$ cat src/rtl/board_rev1_reset_seq_pkg.sv
// Shared board definitions: sequencer states, parameter defaults and the
// saturating loss-counter helper.
package board_rev1_reset_seq_pkg;

  typedef enum logic [2:0] {
    ST_WAIT_MEM,
    ST_GAP_MEM,
    ST_WAIT_TMDS,
    ST_GAP_TMDS,
    ST_RUN
  } seq_state_e;

  localparam int SYNC_STAGES_DEF   = 2;
  localparam int STABLE_CYCLES_DEF = 1024;
  localparam int STEP_CYCLES_DEF   = 16;

  localparam int              LOSS_W   = 8;
  localparam logic [LOSS_W-1:0] LOSS_MAX = '1;

  // Lock-loss events stop counting at all-ones instead of wrapping.
  function automatic logic [LOSS_W-1:0] loss_inc(input logic [LOSS_W-1:0] v);
    return (v == LOSS_MAX) ? v : v + LOSS_W'(1);
  endfunction

endpackage

$ cat src/rtl/board_rev1_reset_seq_if.sv
// Lock/ready bundle between the board clock block and the reset sequencer.
// master = clock-block side (drives locks), slave = sequencer side.
interface board_rev1_reset_seq_if;
  import board_rev1_reset_seq_pkg::*;

  logic              MEM_LOCK;
  logic              TMDS_LOCK;
  logic              MEM_RESET_n;
  logic              TMDS_RESET_n;
  logic              SYS_RESET_n;
  logic              READY;
  logic [LOSS_W-1:0] LOSS_COUNT;

  modport master (
    output MEM_LOCK, TMDS_LOCK,
    input  MEM_RESET_n, TMDS_RESET_n, SYS_RESET_n, READY, LOSS_COUNT
  );

  modport slave (
    input  MEM_LOCK, TMDS_LOCK,
    output MEM_RESET_n, TMDS_RESET_n, SYS_RESET_n, READY, LOSS_COUNT
  );

endinterface

$ cat src/rtl/board_lock_qualifier.sv
// Brings one asynchronous PLL lock into the CLK domain and flags it stable
// once it has stayed high for STABLE_CYCLES consecutive cycles.
module board_lock_qualifier
  import board_rev1_reset_seq_pkg::*;
#(
  parameter int SYNC_STAGES   = SYNC_STAGES_DEF,
  parameter int STABLE_CYCLES = STABLE_CYCLES_DEF
) (
  input  logic clk,
  input  logic rst_n,
  input  logic lock,
  output logic lock_s,
  output logic stable
);

  localparam int              CntW   = $clog2(STABLE_CYCLES + 1);
  localparam logic [CntW-1:0] CntMax = CntW'(STABLE_CYCLES);

  logic [SYNC_STAGES-1:0] sync_q, sync_d;
  logic [CntW-1:0]        cnt_q, cnt_d;

  // Shift the raw lock in; any low synchronized sample restarts the count.
  always_comb begin
    sync_d = {sync_q[SYNC_STAGES-2:0], lock};
    cnt_d  = '0;
    if (sync_q[SYNC_STAGES-1])
      cnt_d = (cnt_q == CntMax) ? cnt_q : cnt_q + CntW'(1);
  end

  // Synchronizer and stability counter registers.
  always_ff @(posedge clk) begin
    if (!rst_n) begin
      sync_q <= '0;
      cnt_q  <= '0;
    end else begin
      sync_q <= sync_d;
      cnt_q  <= cnt_d;
    end
  end

  assign lock_s = sync_q[SYNC_STAGES-1];
  assign stable = (cnt_q == CntMax);

endmodule

$ cat src/rtl/board_rev1_reset_seq.sv
// Board reset sequencer: qualifies the MEM and TMDS PLL locks, then releases
// MEM, TMDS and SYS resets in order with guard gaps, re-sequencing on loss.
module board_rev1_reset_seq
  import board_rev1_reset_seq_pkg::*;
#(
  parameter int SYNC_STAGES   = SYNC_STAGES_DEF,
  parameter int STABLE_CYCLES = STABLE_CYCLES_DEF,
  parameter int STEP_CYCLES   = STEP_CYCLES_DEF
) (
  input  logic                  CLK,
  input  logic                  RESET_n,
  board_rev1_reset_seq_if.slave bus
);

  localparam int StepW = $clog2(STEP_CYCLES + 1);
  // The pass through ST_WAIT_TMDS costs one edge, so the MEM gap exits one
  // edge early to keep MEM->TMDS release spacing at STEP_CYCLES.
  localparam logic [StepW-1:0] GapMemLast  =
    StepW'((STEP_CYCLES >= 2) ? STEP_CYCLES - 2 : 0);
  localparam logic [StepW-1:0] GapTmdsLast = StepW'(STEP_CYCLES - 1);

  logic mem_lock_s, mem_stable, tmds_lock_s, tmds_stable;

  board_lock_qualifier #(
    .SYNC_STAGES  (SYNC_STAGES),
    .STABLE_CYCLES(STABLE_CYCLES)
  ) u_mem_q (
    .clk   (CLK),
    .rst_n (RESET_n),
    .lock  (bus.MEM_LOCK),
    .lock_s(mem_lock_s),
    .stable(mem_stable)
  );

  board_lock_qualifier #(
    .SYNC_STAGES  (SYNC_STAGES),
    .STABLE_CYCLES(STABLE_CYCLES)
  ) u_tmds_q (
    .clk   (CLK),
    .rst_n (RESET_n),
    .lock  (bus.TMDS_LOCK),
    .lock_s(tmds_lock_s),
    .stable(tmds_stable)
  );

  seq_state_e        state_q, state_d;
  logic [StepW-1:0]  step_q, step_d;
  logic              mem_rst_q, mem_rst_d;
  logic              tmds_rst_q, tmds_rst_d;
  logic              sys_rst_q, sys_rst_d;
  logic              ready_q, ready_d;
  logic [LOSS_W-1:0] loss_q, loss_d;
  logic              mem_loss, tmds_loss;

  assign mem_loss  = (state_q != ST_WAIT_MEM) && !mem_lock_s;
  assign tmds_loss = ((state_q == ST_GAP_TMDS) || (state_q == ST_RUN)) && !tmds_lock_s;

  // Next state and outputs; MEM loss dominates TMDS loss dominates sequencing.
  always_comb begin
    state_d    = state_q;
    step_d     = step_q;
    mem_rst_d  = mem_rst_q;
    tmds_rst_d = tmds_rst_q;
    sys_rst_d  = sys_rst_q;
    ready_d    = ready_q;
    loss_d     = loss_q;
    if (mem_loss) begin
      state_d    = ST_WAIT_MEM;
      mem_rst_d  = 1'b0;
      tmds_rst_d = 1'b0;
      sys_rst_d  = 1'b0;
      ready_d    = 1'b0;
      loss_d     = loss_inc(loss_q);
    end else if (tmds_loss) begin
      // System core keeps running through a video PLL drop.
      state_d    = ST_WAIT_TMDS;
      tmds_rst_d = 1'b0;
      ready_d    = 1'b0;
      loss_d     = loss_inc(loss_q);
    end else begin
      case (state_q)
        ST_WAIT_MEM: begin
          if (mem_stable) begin
            mem_rst_d = 1'b1;
            state_d   = ST_GAP_MEM;
          end
        end
        ST_GAP_MEM: begin
          if (step_q == GapMemLast) state_d = ST_WAIT_TMDS;
          else                      step_d  = step_q + StepW'(1);
        end
        ST_WAIT_TMDS: begin
          if (tmds_stable) begin
            tmds_rst_d = 1'b1;
            state_d    = ST_GAP_TMDS;
          end
        end
        ST_GAP_TMDS: begin
          if (step_q == GapTmdsLast) begin
            sys_rst_d = 1'b1;
            ready_d   = 1'b1;
            state_d   = ST_RUN;
          end else begin
            step_d = step_q + StepW'(1);
          end
        end
        ST_RUN: begin
        end
        default: state_d = ST_WAIT_MEM;
      endcase
    end
    if (state_d != state_q) step_d = '0;
  end

  // State and output registers; RESET_n overrides every event on its edge.
  always_ff @(posedge CLK) begin
    if (!RESET_n) begin
      state_q    <= ST_WAIT_MEM;
      step_q     <= '0;
      mem_rst_q  <= 1'b0;
      tmds_rst_q <= 1'b0;
      sys_rst_q  <= 1'b0;
      ready_q    <= 1'b0;
      loss_q     <= '0;
    end else begin
      state_q    <= state_d;
      step_q     <= step_d;
      mem_rst_q  <= mem_rst_d;
      tmds_rst_q <= tmds_rst_d;
      sys_rst_q  <= sys_rst_d;
      ready_q    <= ready_d;
      loss_q     <= loss_d;
    end
  end

  assign bus.MEM_RESET_n  = mem_rst_q;
  assign bus.TMDS_RESET_n = tmds_rst_q;
  assign bus.SYS_RESET_n  = sys_rst_q;
  assign bus.READY        = ready_q;
  assign bus.LOSS_COUNT   = loss_q;

endmodule
$ cat src/flat_wrapper.sv
// flat-port wrapper written by rule: the top's interface ports become plain ports
module board_rev1_reset_seq_flat import board_rev1_reset_seq_pkg::*;
#(
  parameter int SYNC_STAGES   = SYNC_STAGES_DEF,
  parameter int STABLE_CYCLES = STABLE_CYCLES_DEF,
  parameter int STEP_CYCLES   = STEP_CYCLES_DEF
)
  (CLK, RESET_n, bus_MEM_LOCK, bus_TMDS_LOCK, bus_MEM_RESET_n, bus_TMDS_RESET_n, bus_SYS_RESET_n, bus_READY, bus_LOSS_COUNT);
  board_rev1_reset_seq_if bus_i ();
  input  logic CLK;
  input  logic RESET_n;
  input wire logic [$bits(bus_i.MEM_LOCK)-1:0] bus_MEM_LOCK;
  input wire logic [$bits(bus_i.TMDS_LOCK)-1:0] bus_TMDS_LOCK;
  output wire logic [$bits(bus_i.MEM_RESET_n)-1:0] bus_MEM_RESET_n;
  output wire logic [$bits(bus_i.TMDS_RESET_n)-1:0] bus_TMDS_RESET_n;
  output wire logic [$bits(bus_i.SYS_RESET_n)-1:0] bus_SYS_RESET_n;
  output wire logic [$bits(bus_i.READY)-1:0] bus_READY;
  output wire logic [$bits(bus_i.LOSS_COUNT)-1:0] bus_LOSS_COUNT;
  assign bus_i.MEM_LOCK = bus_MEM_LOCK;
  assign bus_i.TMDS_LOCK = bus_TMDS_LOCK;
  assign bus_MEM_RESET_n = bus_i.MEM_RESET_n;
  assign bus_TMDS_RESET_n = bus_i.TMDS_RESET_n;
  assign bus_SYS_RESET_n = bus_i.SYS_RESET_n;
  assign bus_READY = bus_i.READY;
  assign bus_LOSS_COUNT = bus_i.LOSS_COUNT;
  board_rev1_reset_seq #(.SYNC_STAGES(SYNC_STAGES), .STABLE_CYCLES(STABLE_CYCLES), .STEP_CYCLES(STEP_CYCLES)) u_core (.CLK(CLK), .RESET_n(RESET_n), .bus(bus_i));
endmodule
$ cat config.mk
export PLATFORM = sky130hd
export DESIGN_NAME = board_rev1_reset_seq_flat
export DESIGN_NICKNAME = d
export VERILOG_FILES = /design/src/rtl/board_rev1_reset_seq_pkg.sv /design/src/rtl/board_rev1_reset_seq_if.sv /design/src/rtl/board_lock_qualifier.sv /design/src/rtl/board_rev1_reset_seq.sv /design/src/flat_wrapper.sv
export SDC_FILE = /design/constraint.sdc
export NUM_CORES = 1
export LEC_CHECK = 0
export CORE_MARGIN = 4
export CORE_UTILIZATION = 58
export DETAILED_ROUTE_END_ITERATION = 6
export PLACE_DENSITY_LB_ADDON = 0.12
export SLEW_MARGIN = 20
export SYNTH_ARGS = -nofsm -noshare
export SYNTH_HDL_FRONTEND = slang
export SYNTH_HIERARCHICAL = 1
export SYNTH_SLANG_ARGS = --single-unit
$ cat constraint.sdc
create_clock -name CLK -period 2.6 [get_ports CLK]
set_input_delay 0.26 -clock CLK [delete_from_list [all_inputs] [get_ports CLK]]
set_output_delay 0.26 -clock CLK [all_outputs]
set_load 0.02 [all_outputs]
Fig. 1: run 1, PDN straps and rails
Scale bar: 20 um. Pins as bars on the die edge. Tap cells in gray.
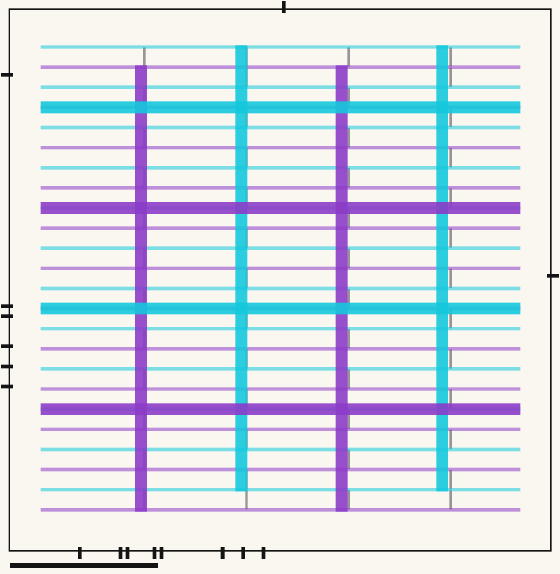
Key: VDD = cyan; VSS = purple
24 met1 rails follow the rows. 4 straps on met4. 50 tap cells. 16 signal pins sit on the boundary.

Fig. 2: run 1, placement density heat map
Scale bar: 20 um. The die is cut into 7 by 7 equal tiles; white is low, dark blue is high, 0 to 100% covered.
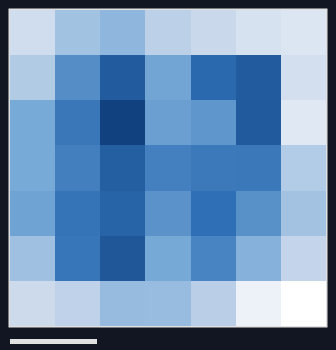
2.0% of the tiles are nearly empty. The mean over all tiles is 50%. The densest ninth of the die: center. The fullest tile reaches 93%.

==> run_results.csv, run 1 <==
group,metric,value,unit
routing,route.detailed.vias_per_inst,6.20,
synthesis,seq_area_frac_synth,0.376,
final_timing,finalSetupTns,0,ps
final_timing,max_freq,422,MHz
synthesis,synthMuxAreaShare,0.0327,
run,max_cap_viol_count,0,
grt,global_route.usage.total,0.206,
synthesis,post_synth_ao_oa_area_fraction,0.204,
setup_path,worst-path-buf-inv,1,
clocking,postCtsSetupRepairBufs,0,
synthesis,mappedNetlistNets,289,
grt,overflow_after_grt,0,
place,placement.io_buffers,15,
cells_and_area,layout.cells.largest_class,"logic gates",
final_timing,finalSetupViolations,0,
setup_path,cp-end-kind,"register",
final_timing,tightestPinTransition,725,ps
place,post_place_setup_slack,267,ps
run_status,run_status,"finished clean",
clocking,numCtsBuffers,5,
synthesis,top_cells_by_count,"46 x sky130_fd_sc_hd__dfxtp_1, 24 x sky130_fd_sc_hd__nand2_1, 22 x sky130_fd_sc_hd__a21oi_1",
cells_and_area,inserted_diodes,0,
place,place_area,2630,um2
synthesis,top_area_frac,0.376,
setup_path,timing.critical_path.from_type,"register",
cells_and_area,final_common_cell,"sky130_fd_sc_hd__dfxtp_1",
cells_and_area,seqAreaFraction,0.338,
pwr,p_seq,0.000712,W
cells_and_area,area_share_nonclk_buffers,0.0579,
grt,busiest_layer,"met2",
floorplanning,num_tap_cells,50,
cells_and_area,signal_buffers,16,
clocking,clk_latency,290,ps
pwr,irDropWorstVdd,389,uV
synthesis,synth.avg_cell_area,8.85,um2
setup_path,timing_worst_setup_path_type,"reg2reg",
setup_path,wp_data_required,2770,ps
clocking,postCtsHoldBufs,0,
synthesis,post_synth_xor_xnor_area,0.0214,
synthesis,synth-area-yosys,2450,um2
hold_path,min_from,"u_core/u_mem_q/sync_q[0]",
routing,postRouteAntennaNets,0,
pwr,power.switching,0.000255,W
Fig. 3: run 1, cell placement
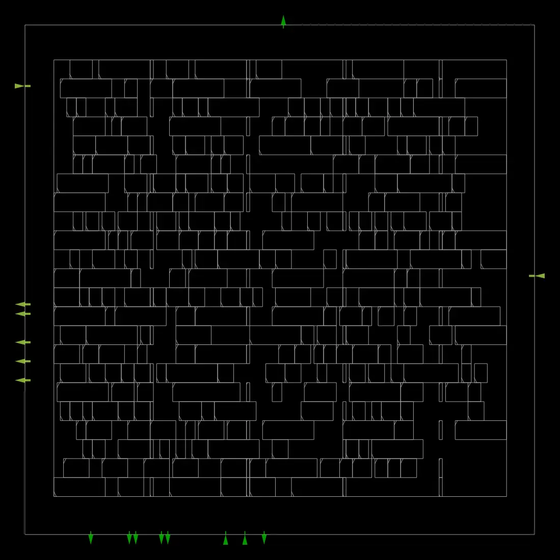
number of rows in the core area: 23
floorplan core area: 4060 um2
final standard cell utilization of the core: 0.672

Fig. 4: run 1, sequential cells colored by netlist name
Scale bar: 20 um.
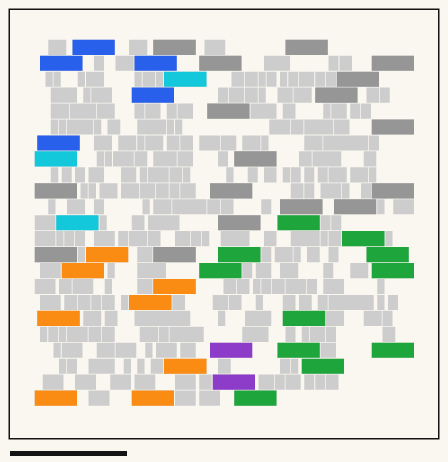
Key: `u_core/bus.LOSS_COUNT` = orange [placed flops 8]; `u_core/u_mem_q/sync_q` = purple [placed flops 2]; `u_core/u_mem_q/cnt_q` = green [placed flops 11]; `u_core/state_q` = cyan [placed flops 3]; `u_core/step_q` = blue [placed flops 5, where north-west]
Another 17 sequential cells are not colored.

Fig. 5: run 1, I/O nets highlighted
Scale bar: 20 um.
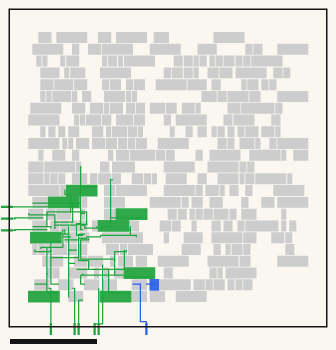

==> inputs of run 2 (changes only) <==
Settings changed: CTS_CLUSTER_SIZE set to 30, PLACE_DENSITY set to 0.78, PLACE_DENSITY_LB_ADDON 0.12 to not set.
Fig. 6: run 2, I/O nets highlighted
Scale bar: 20 um.
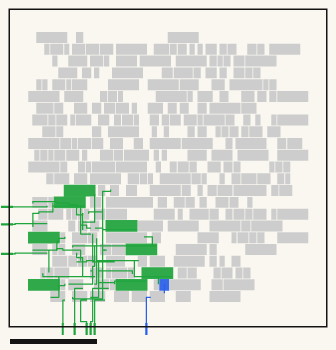
Key: `bus_LOSS_COUNT` = green [bits 8, direction output, edge 5 south, 3 west, end cells 8, buffers 8, wire 348 um]; `bus_MEM_LOCK` = blue [bits 1, direction input, edge south, end cells 1, buffers 1, wire 9.20 um]

==> run 2 against run 1 <==
Net effect:
- core utilization is 0.71 points higher
- total power is 7.8% higher
- synthesized cell count stayed put
- sequential share of layout area is 0.35 points lower
- critical path type unchanged
- global-route usage is 0.13 points lower
==> run_results.csv, run 2 <==
group,metric,value,unit
run_status,run_status,"finished clean",
floorplanning,coreArea,4060,um2
cells_and_area,final_common_cell,"sky130_fd_sc_hd__dfxtp_1",
setup_path,wp_data_required,2780,ps
cells_and_area,layout.cells.largest_class,"logic gates",
pwr,power-top-group,"sequential cells",
grt,globalRouteMet2Util,0.325,
pwr,power.switching,0.000254,W
cells_and_area,area_share_nonclk_buffers,0.0600,
grt,busiest_layer,"met2",
synthesis,mappedNetlistNets,289,
pwr,irDropWorstVdd,279,uV
final_timing,timing_max_transition_violations_final,0,
setup_path,worst-path-buf-inv,1,
synthesis,simple_gate_share,0.288,
synthesis,ys_dominant_reg_cell,"sky130_fd_sc_hd__dfxtp_1",
cells_and_area,signal_buffers,17,
final_timing,max_freq,433,MHz
hold_path,timing.hold.worst.class,"reg2reg",
clocking,postCtsSetupRepairBufs,0,
synthesis,post_synth_ao_oa_area_fraction,0.204,
place,post_place_setup_slack,284,ps
cells_and_area,utilization,0.679,
setup_path,crit_path_end,"u_core/step_q[4]",
clocking,postCtsHoldBufs,0,
final_timing,grt_setup_unrepaired,"false",
setup_path,path_cells,"inv_1 > ha_1 > or4b_1 > nor3_1 > mux2i_1 > a211o_1 > a32oi_1 > nor2_1",
cells_and_area,inserted_diodes,0,
hold_path,min_from,"u_core/u_mem_q/sync_q[0]",
pwr,p_total,0.00128,W
synthesis,post_synth_xor_xnor_area,0.0214,
synthesis,synth.avg_cell_area,8.85,um2
synthesis,synthMuxAreaShare,0.0327,
synthesis,top_area_frac,0.376,
final_timing,finalSetupViolations,0,
setup_path,timing_worst_setup_path_type,"reg2reg",
pwr,intPower,0.00103,W
setup_path,critical-path-top-delay-family,"simple AND/OR/NAND/NOR gates",
place,place_area,2640,um2
synthesis,top_cells_by_count,"46 x sky130_fd_sc_hd__dfxtp_1, 24 x sky130_fd_sc_hd__nand2_1, 22 x sky130_fd_sc_hd__a21oi_1",
synthesis,seq_area_frac_synth,0.376,
synthesis,synth-area-yosys,2450,um2
place,placement.io_buffers,15,
setup_path,r2r_slack,290,ps
final_timing,fin_crit_sh,0.888,
floorplanning,die_h,73.0,um
routing,drt-total-wl,4920,um
final_timing,tightestPinTransition,776,ps
cells_and_area,seqAreaFraction,0.334,
routing,route.detailed.vias_per_inst,6.09,
setup_path,cp-end-kind,"register",
grt,global_route.usage.total,0.205,
grt,overflow_after_grt,0,
final_timing,finalSetupTns,0,ps
clocking,clk_latency,290,ps
floorplanning,num_tap_cells,50,
grt,global_route_wire_length_before_repair,8710,um
routing,drc_errors_left,0,
cells_and_area,final-comb-area,1440,um2
pwr,leakagePower,0.966,nW
setup_path,timing.critical_path.from_type,"register",
run,max_cap_viol_count,0,
clocking,numCtsBuffers,5,
grt,grt_use_met1,0.276,
floorplanning,num_rows,23,
pwr,p_seq,0.000712,W
floorplanning,floorplan.die.width,73.0,um
clocking,htree_levels,2,
pwr,switching_share,0.198,
routing,postRouteAntennaNets,0,
Fig. 7: run 2, PDN straps and rails
Scale bar: 20 um. Pins as bars on the die edge. Tap cells in gray.
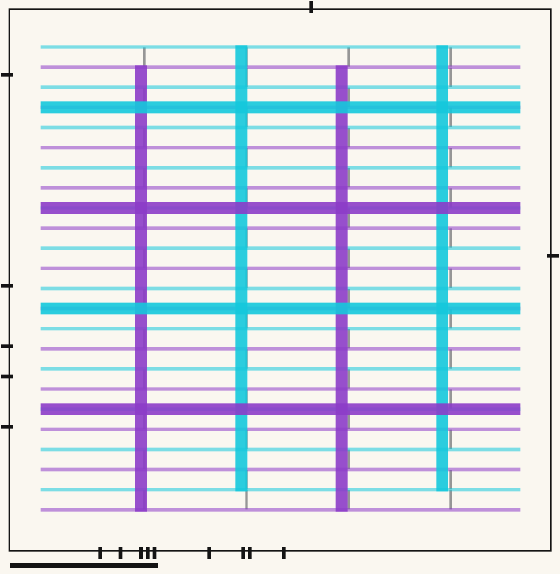
Key: VSS = purple; VDD = cyan
24 met1 rails follow the rows. 16 signal pins sit on the boundary. 4 straps on met5.

Power and IR drop assume default switching activity.
